==> src/rtl/viterbi_ctrl_if.sv <==
// Handshake and datapath-control bundle for the Viterbi decoder sequencer.
//   master : symbol source, path-metric MSBs and survivor memory read data (drives start,
//            sym_valid, pm_msb, surv_rd_data; observes everything else)
//   slave  : the viterbi_ctrl sequencer (drives sym_ready, pm_init, acs_en, pm_norm,
//            surv_wr_*, surv_rd_en/addr, dec_*, busy, done)
interface viterbi_ctrl_if #(
    parameter int SW = 3,
    parameter int AW = 8
);
    localparam int NS = 2 ** SW;

    logic          start;
    logic          sym_valid;
    logic          sym_ready;
    logic          pm_init;
    logic          acs_en;
    logic [NS-1:0] pm_msb;
    logic          pm_norm;
    logic          surv_wr_en;
    logic [AW-1:0] surv_wr_addr;
    logic          surv_rd_en;
    logic [AW-1:0] surv_rd_addr;
    logic [NS-1:0] surv_rd_data;
    logic          dec_valid;
    logic          dec_bit;
    logic [AW-1:0] dec_addr;
    logic          busy;
    logic          done;

    modport master (
        output start, sym_valid, pm_msb, surv_rd_data,
        input  sym_ready, pm_init, acs_en, pm_norm, surv_wr_en, surv_wr_addr,
               surv_rd_en, surv_rd_addr, dec_valid, dec_bit, dec_addr, busy, done
    );

    modport slave (
        input  start, sym_valid, pm_msb, surv_rd_data,
        output sym_ready, pm_init, acs_en, pm_norm, surv_wr_en, surv_wr_addr,
               surv_rd_en, surv_rd_addr, dec_valid, dec_bit, dec_addr, busy, done
    );
endinterface

==> src/rtl/viterbi_ctrl.sv <==
// Viterbi decoder sequencer. Steps the ACS array once per accepted symbol, writes the
// selection vector for time t into survivor memory, flags metric normalisation, then
// traces back from state 0 (read one cycle, decode the next) emitting bits BLK_LEN-1..0
// and pulses done.
// Ports:
//   i_clk : clock, rising edge
//   i_rst : asynchronous reset, active high
//   bus   : viterbi_ctrl_if slave modport (symbol handshake, ACS/PM control, survivor
//           memory write/read, decoded-bit strobe, busy/done status)
module viterbi_ctrl #(
    parameter int SW      = 3,
    parameter int BLK_LEN = 256,
    parameter int AW      = 8
) (
    input  logic          i_clk,
    input  logic          i_rst,
    viterbi_ctrl_if.slave bus
);
    localparam logic [AW-1:0] LAST_T = AW'(BLK_LEN - 1);

    localparam logic [2:0] S_IDLE    = 3'd0;
    localparam logic [2:0] S_INIT    = 3'd1;
    localparam logic [2:0] S_ACS     = 3'd2;
    localparam logic [2:0] S_TB_RD   = 3'd3;
    localparam logic [2:0] S_TB_CALC = 3'd4;
    localparam logic [2:0] S_DONE    = 3'd5;

    logic [2:0]    r_state, w_state_nxt;
    logic [AW-1:0] r_t, w_t_nxt;
    logic [SW-1:0] r_tb_state, w_tb_state_nxt;
    logic          w_step;
    logic          w_calc;
    logic          w_sel;

    assign w_step = (r_state == S_ACS) & bus.sym_valid;
    assign w_calc = (r_state == S_TB_CALC);
    // Survivor bit of the state currently being traced; 1 selects the path_1 predecessor.
    assign w_sel  = bus.surv_rd_data[r_tb_state];

    always_comb begin
        w_state_nxt    = r_state;
        w_t_nxt        = r_t;
        w_tb_state_nxt = r_tb_state;
        case (r_state)
            S_IDLE: begin
                if (bus.start) w_state_nxt = S_INIT;
            end
            S_INIT: begin
                w_t_nxt     = '0;
                w_state_nxt = S_ACS;
            end
            S_ACS: begin
                if (w_step) begin
                    if (r_t == LAST_T) begin
                        // Last symbol: traceback starts at the final time index from state 0.
                        w_state_nxt    = S_TB_RD;
                        w_t_nxt        = LAST_T;
                        w_tb_state_nxt = '0;
                    end else begin
                        w_t_nxt = r_t + AW'(1);
                    end
                end
            end
            S_TB_RD: begin
                w_state_nxt = S_TB_CALC;
            end
            S_TB_CALC: begin
                // Predecessor of s is {sel, s[SW-1:1]}.
                w_tb_state_nxt = {w_sel, r_tb_state[SW-1:1]};
                if (r_t == '0) begin
                    w_state_nxt = S_DONE;
                end else begin
                    w_t_nxt     = r_t - AW'(1);
                    w_state_nxt = S_TB_RD;
                end
            end
            S_DONE: begin
                w_state_nxt = S_IDLE;
            end
            default: begin
                w_state_nxt = S_IDLE;
            end
        endcase
    end

    always_ff @(posedge i_clk or posedge i_rst) begin
        if (i_rst) begin
            r_state    <= S_IDLE;
            r_t        <= '0;
            r_tb_state <= '0;
        end else begin
            r_state    <= w_state_nxt;
            r_t        <= w_t_nxt;
            r_tb_state <= w_tb_state_nxt;
        end
    end

    assign bus.busy         = (r_state != S_IDLE);
    assign bus.pm_init      = (r_state == S_INIT);
    assign bus.sym_ready    = (r_state == S_ACS);
    assign bus.acs_en       = w_step;
    assign bus.surv_wr_en   = w_step;
    assign bus.surv_wr_addr = w_step ? r_t : '0;
    // Normalise when every metric has crossed the half-range point.
    assign bus.pm_norm      = w_step & (&bus.pm_msb);
    assign bus.surv_rd_en   = (r_state == S_TB_RD);
    assign bus.surv_rd_addr = (r_state == S_TB_RD) ? r_t : '0;
    assign bus.dec_valid    = w_calc;
    assign bus.dec_bit      = w_calc & r_tb_state[0];
    assign bus.dec_addr     = w_calc ? r_t : '0;
    assign bus.done         = (r_state == S_DONE);
endmodule

==> src/flat_wrapper.sv <==
// flat-port wrapper written by rule: the top's interface ports become plain ports
module viterbi_ctrl_flat 
#(
    parameter int SW      = 3,
    parameter int BLK_LEN = 256,
    parameter int AW      = 8
)
  (i_clk, i_rst, bus_start, bus_sym_valid, bus_pm_msb, bus_surv_rd_data, bus_sym_ready, bus_pm_init, bus_acs_en, bus_pm_norm, bus_surv_wr_en, bus_surv_wr_addr, bus_surv_rd_en, bus_surv_rd_addr, bus_dec_valid, bus_dec_bit, bus_dec_addr, bus_busy, bus_done);
  viterbi_ctrl_if #(.SW(SW), .AW(AW)) bus_i ();
  input  logic i_clk;
  input  logic i_rst;
  input wire logic [$bits(bus_i.start)-1:0] bus_start;
  input wire logic [$bits(bus_i.sym_valid)-1:0] bus_sym_valid;
  input wire logic [$bits(bus_i.pm_msb)-1:0] bus_pm_msb;
  input wire logic [$bits(bus_i.surv_rd_data)-1:0] bus_surv_rd_data;
  output wire logic [$bits(bus_i.sym_ready)-1:0] bus_sym_ready;
  output wire logic [$bits(bus_i.pm_init)-1:0] bus_pm_init;
  output wire logic [$bits(bus_i.acs_en)-1:0] bus_acs_en;
  output wire logic [$bits(bus_i.pm_norm)-1:0] bus_pm_norm;
  output wire logic [$bits(bus_i.surv_wr_en)-1:0] bus_surv_wr_en;
  output wire logic [$bits(bus_i.surv_wr_addr)-1:0] bus_surv_wr_addr;
  output wire logic [$bits(bus_i.surv_rd_en)-1:0] bus_surv_rd_en;
  output wire logic [$bits(bus_i.surv_rd_addr)-1:0] bus_surv_rd_addr;
  output wire logic [$bits(bus_i.dec_valid)-1:0] bus_dec_valid;
  output wire logic [$bits(bus_i.dec_bit)-1:0] bus_dec_bit;
  output wire logic [$bits(bus_i.dec_addr)-1:0] bus_dec_addr;
  output wire logic [$bits(bus_i.busy)-1:0] bus_busy;
  output wire logic [$bits(bus_i.done)-1:0] bus_done;
  assign bus_i.start = bus_start;
  assign bus_i.sym_valid = bus_sym_valid;
  assign bus_i.pm_msb = bus_pm_msb;
  assign bus_i.surv_rd_data = bus_surv_rd_data;
  assign bus_sym_ready = bus_i.sym_ready;
  assign bus_pm_init = bus_i.pm_init;
  assign bus_acs_en = bus_i.acs_en;
  assign bus_pm_norm = bus_i.pm_norm;
  assign bus_surv_wr_en = bus_i.surv_wr_en;
  assign bus_surv_wr_addr = bus_i.surv_wr_addr;
  assign bus_surv_rd_en = bus_i.surv_rd_en;
  assign bus_surv_rd_addr = bus_i.surv_rd_addr;
  assign bus_dec_valid = bus_i.dec_valid;
  assign bus_dec_bit = bus_i.dec_bit;
  assign bus_dec_addr = bus_i.dec_addr;
  assign bus_busy = bus_i.busy;
  assign bus_done = bus_i.done;
  viterbi_ctrl #(.SW(SW), .BLK_LEN(BLK_LEN), .AW(AW)) u_core (.i_clk(i_clk), .i_rst(i_rst), .bus(bus_i));
endmodule
==> config.mk <==
export PLATFORM = sky130hd
export DESIGN_NAME = viterbi_ctrl_flat
export DESIGN_NICKNAME = d
export VERILOG_FILES = /design/src/rtl/viterbi_ctrl_if.sv /design/src/rtl/viterbi_ctrl.sv /design/src/flat_wrapper.sv
export SDC_FILE = /design/constraint.sdc
export NUM_CORES = 1
export LEC_CHECK = 0
export ABC_AREA = 1
export CAP_MARGIN = 20
export CORE_UTILIZATION = 46
export DETAILED_ROUTE_END_ITERATION = 6
export HOLD_SLACK_MARGIN = 0.15
export MAX_ROUTING_LAYER = met4
export PLACE_DENSITY = 0.86
export SKIP_LAST_GASP = 1
export SYNTH_ARGS = -nofsm -noshare
export SYNTH_HDL_FRONTEND = slang
export SYNTH_SLANG_ARGS = --single-unit
==> constraint.sdc <==
create_clock -name i_clk -period 3.95 [get_ports i_clk]
set_input_delay 0.79 -clock i_clk [delete_from_list [all_inputs] [get_ports i_clk]]
set_output_delay 0.79 -clock i_clk [all_outputs]
set_load 0.03 [all_outputs]
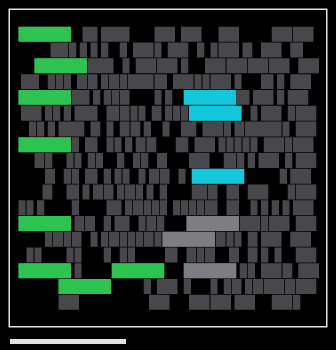
Run 1: register map, names as in the netlist
Scale bar: 20 um.
| colour | name in the netlist | placed flops |
|---|---|---|
| cyan | u_core.r_state | 3 |
| green | u_core.r_t | 8 |
Reg area: 350 um2
fin util: 72.0%
sequential cell area share: 19.1%
Seq power: 0.278 mW

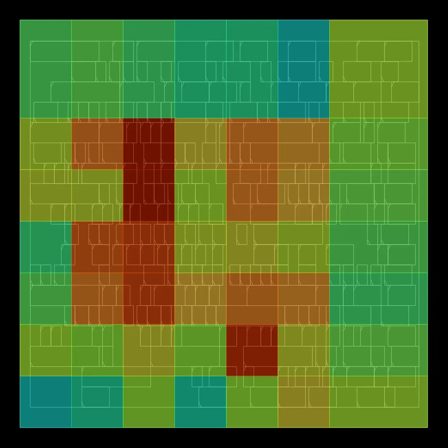
Run 1: congestion heat map
grt met1 use: 37.1%
WL per Instance: 12.2 um
gr busiest metal: met2

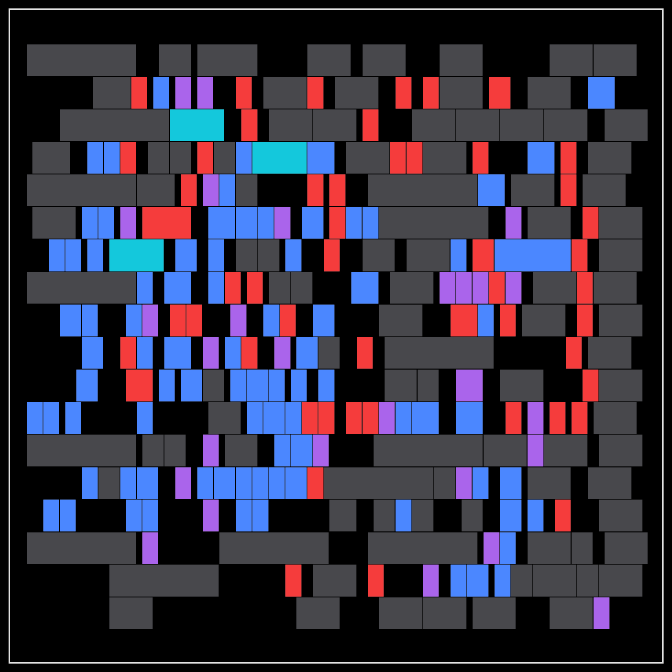
Run 1: logic cells by family
| colour | family | cells | most used |
|---|---|---|---|
| red | nor cells | 51 | nor2_1 |
| cyan | fa/ha/maj cells | 3 | ha_1 |
| purple | inv cells | 27 | inv_1 |
| blue | nand cells | 84 | nand2_1 |

==> impl_metrics.env, run 1 <==
# implementation run metrics
export IMPL_adder_share_pct=2.96
export IMPL_layout_drive_gt1_share_pct=8.37
export IMPL_timing_fmax_mhz=304
export IMPL_ios=54
export IMPL_maxPowerGroup="combinational cells"
export IMPL_ir_drop_mv=0.533
export IMPL_synthCells=211
export IMPL_cts_root_buf="clkbuf_4"
export IMPL_edf_count=0
export IMPL_drt_iter0_drc=46
export IMPL_synth_area_leader_cell="dfrtp_1"
export IMPL_logic_area_um2=773
export IMPL_inv_count=27
export IMPL_largestRegisters="u_core.r_t (8), u_core.r_state (3), u_core.r_tb_state (3)"
export IMPL_top_cells_by_area="dfrtp_1 28%, nand2_1 16%, nor2_1 14%"
export IMPL_synth_async_reset_ratio_pct=100
export IMPL_ys_sh_simple_pct=46.0
export IMPL_p_sw_mw=0.609
export IMPL_clockBufferDepth=2
export IMPL_syn2layout_area_growth_pct=44.4
export IMPL_vias=1482
export IMPL_warnings=28
export IMPL_synthXorXnorAreaFrac_pct=0.690
export IMPL_drc_errors=0
export IMPL_end_kind="primary output"
export IMPL_crit_fanout=9
export IMPL_slew_headroom_pct=64.6
export IMPL_postSynthAreaPerCell_um2=6.01
export IMPL_die_area_um2=2970
export IMPL_p_int_mw=0.496
export IMPL_critPathSlowestCell="clkdlybuf4s50_1"
export IMPL_skew_ps=1.57
export IMPL_postRouteAntennaNets=0
export IMPL_yosys_cell_types_count=24
export IMPL_nonClkBufAreaFrac_pct=29.0
export IMPL_status="finished clean"
export IMPL_drv_cap=0
export IMPL_synthAoiAreaFrac_pct=11.3
export IMPL_ys_cells=211
export IMPL_pwr_share_seq_pct=25.2
export IMPL_num_fill_cells=256
export IMPL_drv_slew=0
export IMPL_ys_seq_share_pct=27.6
export IMPL_gp_congestion=0.930
export IMPL_grt_pass1_vias=1268
export IMPL_powerDensity_nw_per_um2=603
export IMPL_fp_dieW_um=54.5
export IMPL_numSequentialCells=14
export IMPL_critPathKind="in2out"
export IMPL_swShare_pct=55.1
export IMPL_hold_class="reg2reg"
export IMPL_layout_nets=287
export IMPL_port_buffers=53
export IMPL_clkSlewWorstSetupHoldPaths_ps=90
export IMPL_num_antenna_cells=0
export IMPL_fin_crit_ps=3290
export IMPL_synth_top_cells_by_count="55 x nand2_1, 46 x nor2_1, 20 x inv_1, 18 x nand3_1, 15 x o21ai_0"
export IMPL_avgViaCountPerCell=5.06
export IMPL_fin_crit_sh_pct=83.3
export IMPL_die_h_um=54.5
export IMPL_clkPwrFrac_pct=9.8
export IMPL_core_region_area_um2=2540
export IMPL_synth_dominant_cell_count="nand2_1"
export IMPL_crit_buf_inv=4
[run 1: final timing paths]
kind	startpoint	end	slack [ps]	depth (start not counted)
worst min register to register	u_core.r_tb_state[2]	u_core.r_tb_state[1]	530	2
max in group asynchronous	i_rst	u_core.r_state[0]	2770	2
worst min-delay path	u_core.r_tb_state[2]	u_core.r_tb_state[1]	530	2
worst max-delay path	bus_sym_valid	bus_pm_norm	660	6
min in group asynchronous	i_rst	u_core.r_t[4]	830	2
worst max register to register	u_core.r_t[0]	u_core.r_t[0]	2100	9
[run 1: layout by cell type (no fill, tap or decap)]
cell	instances
a21oi_1	6
inv_4	1
nor2_4	1
clkdlybuf4s50_1	53
nand2_2	5
a211oi_1	1
o211ai_1	1
o22ai_1	1
inv_1	20
inv_2	6
nand3_4	1
nor3_1	2
nand4_1	5
nand2_1	55
xnor2_1	1
clkbuf_4	3
nor2_2	2
nor2_1	46
o21ai_2	2
ha_1	3
o21ai_0	15
nand3_1	18
clkbuf_8	1
dfrtp_1	14
[run 1: metal layers]
metal | up-vias | global-route usage, % | routed length, um
li1 | 776 | - | -
met1 | 664 | 37.1 | 1670
met2 | 36 | 43.5 | 1700
met3 | 6 | 3.33 | 162
met4 | 0 | 11.1 | 61
met5 | - | - | 0
[run 1: kinds of logic (layout without fill, tap and decap cells)]
logic type | count (synthesis) | count (layout)
AND/OR/NAND/NOR | 135 | 135
buffers and inverters | 32 | 84
AND-OR/OR-AND | 26 | 26
flip-flops | 14 | 14
adder cells (fa/ha/maj) | 3 | 3
XOR/XNOR | 1 | 1
[run 1: through the flow]
stage          std cells  hold slack, ps  setup WS, ps
2_1_floorplan        211             491           968
3_3_place_gp         289             522           734
3_5_place_dp         289             517           685
4_1_cts              293             539           661
5_1_grt              293             574           567
6_report             293             534           661
==> run 1 -> run 2 <==
--- a/config.mk
+++ b/config.mk
@@ -7,11 +7,11 @@
 export LEC_CHECK = 0
 export ABC_AREA = 1
 export CAP_MARGIN = 20
-export CORE_UTILIZATION = 46
+export CORE_UTILIZATION = 38
 export DETAILED_ROUTE_END_ITERATION = 6
 export HOLD_SLACK_MARGIN = 0.15
 export MAX_ROUTING_LAYER = met4
-export PLACE_DENSITY = 0.86
+export PLACE_DENSITY = 0.76
 export SKIP_LAST_GASP = 1
 export SYNTH_ARGS = -nofsm -noshare
 export SYNTH_HDL_FRONTEND = slang
==> constraint.sdc (replaced) <==
create_clock -name i_clk -period 3 [get_ports i_clk]
set_input_delay 0.6 -clock i_clk [delete_from_list [all_inputs] [get_ports i_clk]]
set_output_delay 0.6 -clock i_clk [all_outputs]
set_load 0.03 [all_outputs]
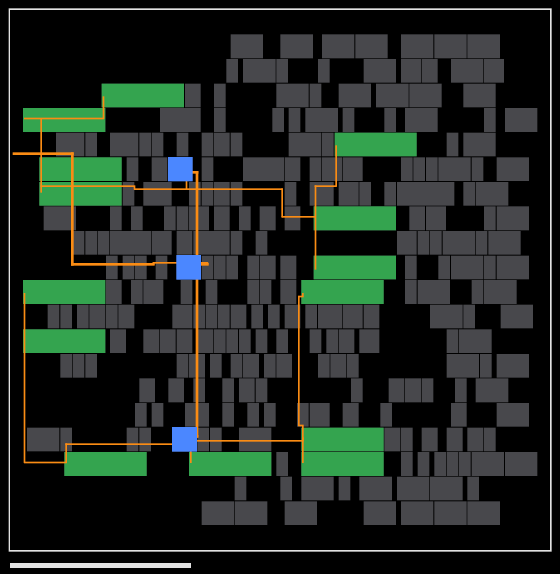
Run 2: routed clock nets over the placement
Scale bar: 20 um.
[green] flip-flops | count: 14
[blue] clock-net drivers | count: 3
[orange] clock wires | length: 213 um
routed clock nets: 4
clock power share: 7.7%
Power Clock: 0.110 mW
Latency at later pin: 290 ps
Worst Skew: 2.71 ps

==> impl_metrics.env, run 2 <==
# implementation run metrics
export IMPL_arrival_ps=2260
export IMPL_wl_met1_mm=1.64
export IMPL_post_cts_buffers=0
export IMPL_fin_crit_ps=2860
export IMPL_drc_errors=0
export IMPL_hold_class="reg2reg"
export IMPL_largestRegisters="u_core.r_t (8), u_core.r_state (3), u_core.r_tb_state (3)"
export IMPL_edf_count=0
export IMPL_grt_pass1_wl_mm=5.47
export IMPL_synth_async_reset_ratio_pct=100
export IMPL_gp_congestion=0.892
export IMPL_startpoint="bus_sym_valid"
export IMPL_r2r_end="u_core.r_t[3]"
export IMPL_worstHoldPathCells=2
export IMPL_layout_nets=287
export IMPL_drv_slew=0
export IMPL_reg2reg_depth=9
export IMPL_synth_top_cells_by_count="55 x nand2_1, 46 x nor2_1, 20 x inv_1, 18 x nand3_1, 15 x o21ai_0"
export IMPL_slew_headroom_pct=64.5
export IMPL_critPathKind="in2out"
export IMPL_postRouteAntennaNets=0
export IMPL_status="finished clean"
export IMPL_grt_max_degree=16
export IMPL_synthCells=211
export IMPL_ir_drop_mv=0.426
export IMPL_synth_dominant_cell_count="nand2_1"
export IMPL_fin_crit_sh_pct=95.4
export IMPL_synth_area_leader_cell="dfrtp_1"
export IMPL_die_h_um=59.8
export IMPL_ff_type="dfrtp_1"
export IMPL_setup_tns_ps=0
export IMPL_ys_seq_share_pct=27.6
export IMPL_vias=1490
export IMPL_num_antenna_cells=0
export IMPL_yosysWarningCount=0
export IMPL_r2r_start="u_core.r_t[0]"
export IMPL_end_kind="primary output"
export IMPL_grt_busiest_layer="met2"
export IMPL_synth_area_um2=1270
export IMPL_clkSlewWorstSetupHoldPaths_ps=80
export IMPL_layout_drive_gt1_share_pct=8.02
export IMPL_postSynthAreaPerCell_um2=6.01
export IMPL_dr_wl_met3_um=212
export IMPL_rsz0062_at_grt="no"
export IMPL_port_buffers=53
export IMPL_overflow=0
export IMPL_powerDensity_nw_per_um2=775
export IMPL_grt_total_usage_pct=21.1
export IMPL_avgViaCountPerCell=4.87
export IMPL_r2r_slack_ps=1150
export IMPL_yosys_cell_types_count=24
export IMPL_synth_top_area_share_pct=27.6
export IMPL_grtUsageMet1_pct=27.8
export IMPL_core_region_area_um2=3100
export IMPL_die_area_um2=3570
export IMPL_clockBufferDepth=2
export IMPL_ys_cells=211
export IMPL_final_common_cell="nand2_1"
export IMPL_drt_iter0_drc=59
export IMPL_drv_cap=0
export IMPL_final_util_pct=59.2
export IMPL_top_cells_by_area="dfrtp_1 28%, nand2_1 16%, nor2_1 14%"
export IMPL_cts_root_buf="clkbuf_4"
export IMPL_crit_fanout=9
export IMPL_timing_fmax_mhz=349
export IMPL_avgRoutedWirePerCell_um=11.5
export IMPL_ios=54
export IMPL_cts_resized_gates=0
export IMPL_yosys_area_um2=1270
export IMPL_warnings=28
export IMPL_grt_pass1_vias=1218
export IMPL_met2_usage_pct=34.1
export IMPL_fp_dieW_um=59.8
export IMPL_lay_top_cells="55 x nand2_1, 53 x clkdlybuf4s50_1, 46 x nor2_1"
export IMPL_use_met3_pct=1.52
export IMPL_syn2layout_area_growth_pct=44.7
export IMPL_wl_met2_mm=1.63
export IMPL_syn_nets=234
export IMPL_crit_end="bus_pm_norm"
export IMPL_top_layer="met4"
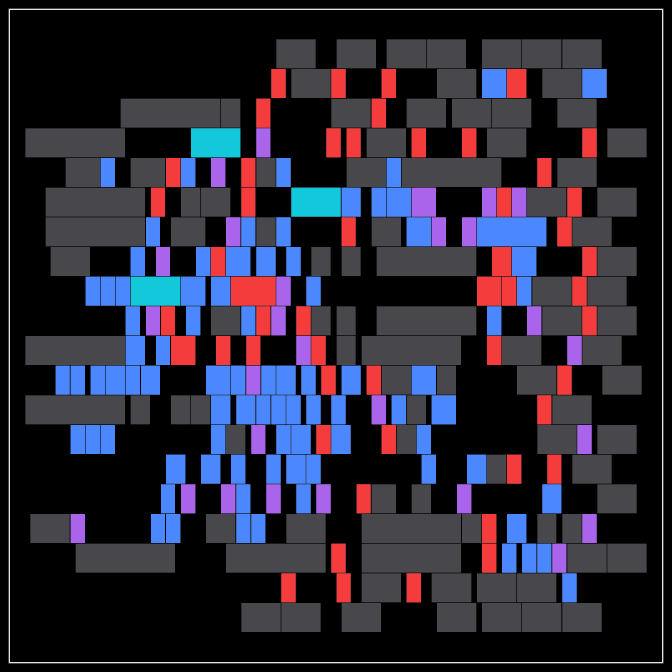
Run 2: logic cells by family
| colour | family | cells | most used |
|---|---|---|---|
| blue | nand cells | 84 | nand2_1 |
| cyan | fa/ha/maj cells | 3 | ha_1 |
| purple | inv cells | 27 | inv_1 |
| red | nor cells | 51 | nor2_1 |

## run 2: cell count changes in the layout (fill, tap and decap cells not counted)
cell,delta
clkbuf_8,-1
## run 2: area by class of cell
class	instances	area, um2
inverters	27	104
repair buffers	53	531
fillers	339	1270
clock buffers	3	22.5
multi-input cells	165	773
flip-flops and latches	14	350
well taps	44	55.1
## run 2: worst max-delay path, cell delays in order
cell and delay (ps):
clkdlybuf4s50_1 450, inv_1 60, nor2_1 190, inv_2 120, nor3_1 150, clkdlybuf4s50_1 690
## run 2: worst min-delay path by stage
stage,start,end,slack (ps)
after global placement,u_core.r_tb_state[2],u_core.r_tb_state[1],530
after floorplan,i_rst,u_core.r_state[0],490
final,u_core.r_tb_state[2],u_core.r_tb_state[1],550
after detailed placement,u_core.r_tb_state[2],u_core.r_tb_state[1],540
after CTS,u_core.r_tb_state[2],u_core.r_tb_state[1],560
after global routing,u_core.r_t[6],u_core.r_t[6],600
## run 2: through the flow
stage                     instances  hold slack [ps]  total power, mW  setup slack [ps]
after floorplan                 211              489             1.08               398
after global placement          303              528             1.30               170
after detailed placement        303              538             1.31               132
after CTS                       306              559             1.43               113
after global routing            306              601             1.57              29.3
final                           306              550             1.42               137
## run 2: kinds of logic after synthesis
group	count (synthesis)	synth area share [%]
AND-OR/OR-AND	26	11.3
XOR/XNOR	1	0.690
adder cells (fa/ha/maj)	3	2.96
buffers and inverters	32	11.4
flip-flops	14	27.6
AND/OR/NAND/NOR	135	46.0
## run 2: power by group
| part | switching (mW) | leakage [nW] | internal [mW] |
|---|---|---|---|
| logic | 0.628 | 0.602 | 0.320 |
| clock network | 0.0635 | 0.0138 | 0.0467 |
| registers | 0.105 | 0.189 | 0.260 |
Power and IR drop assume default switching activity.
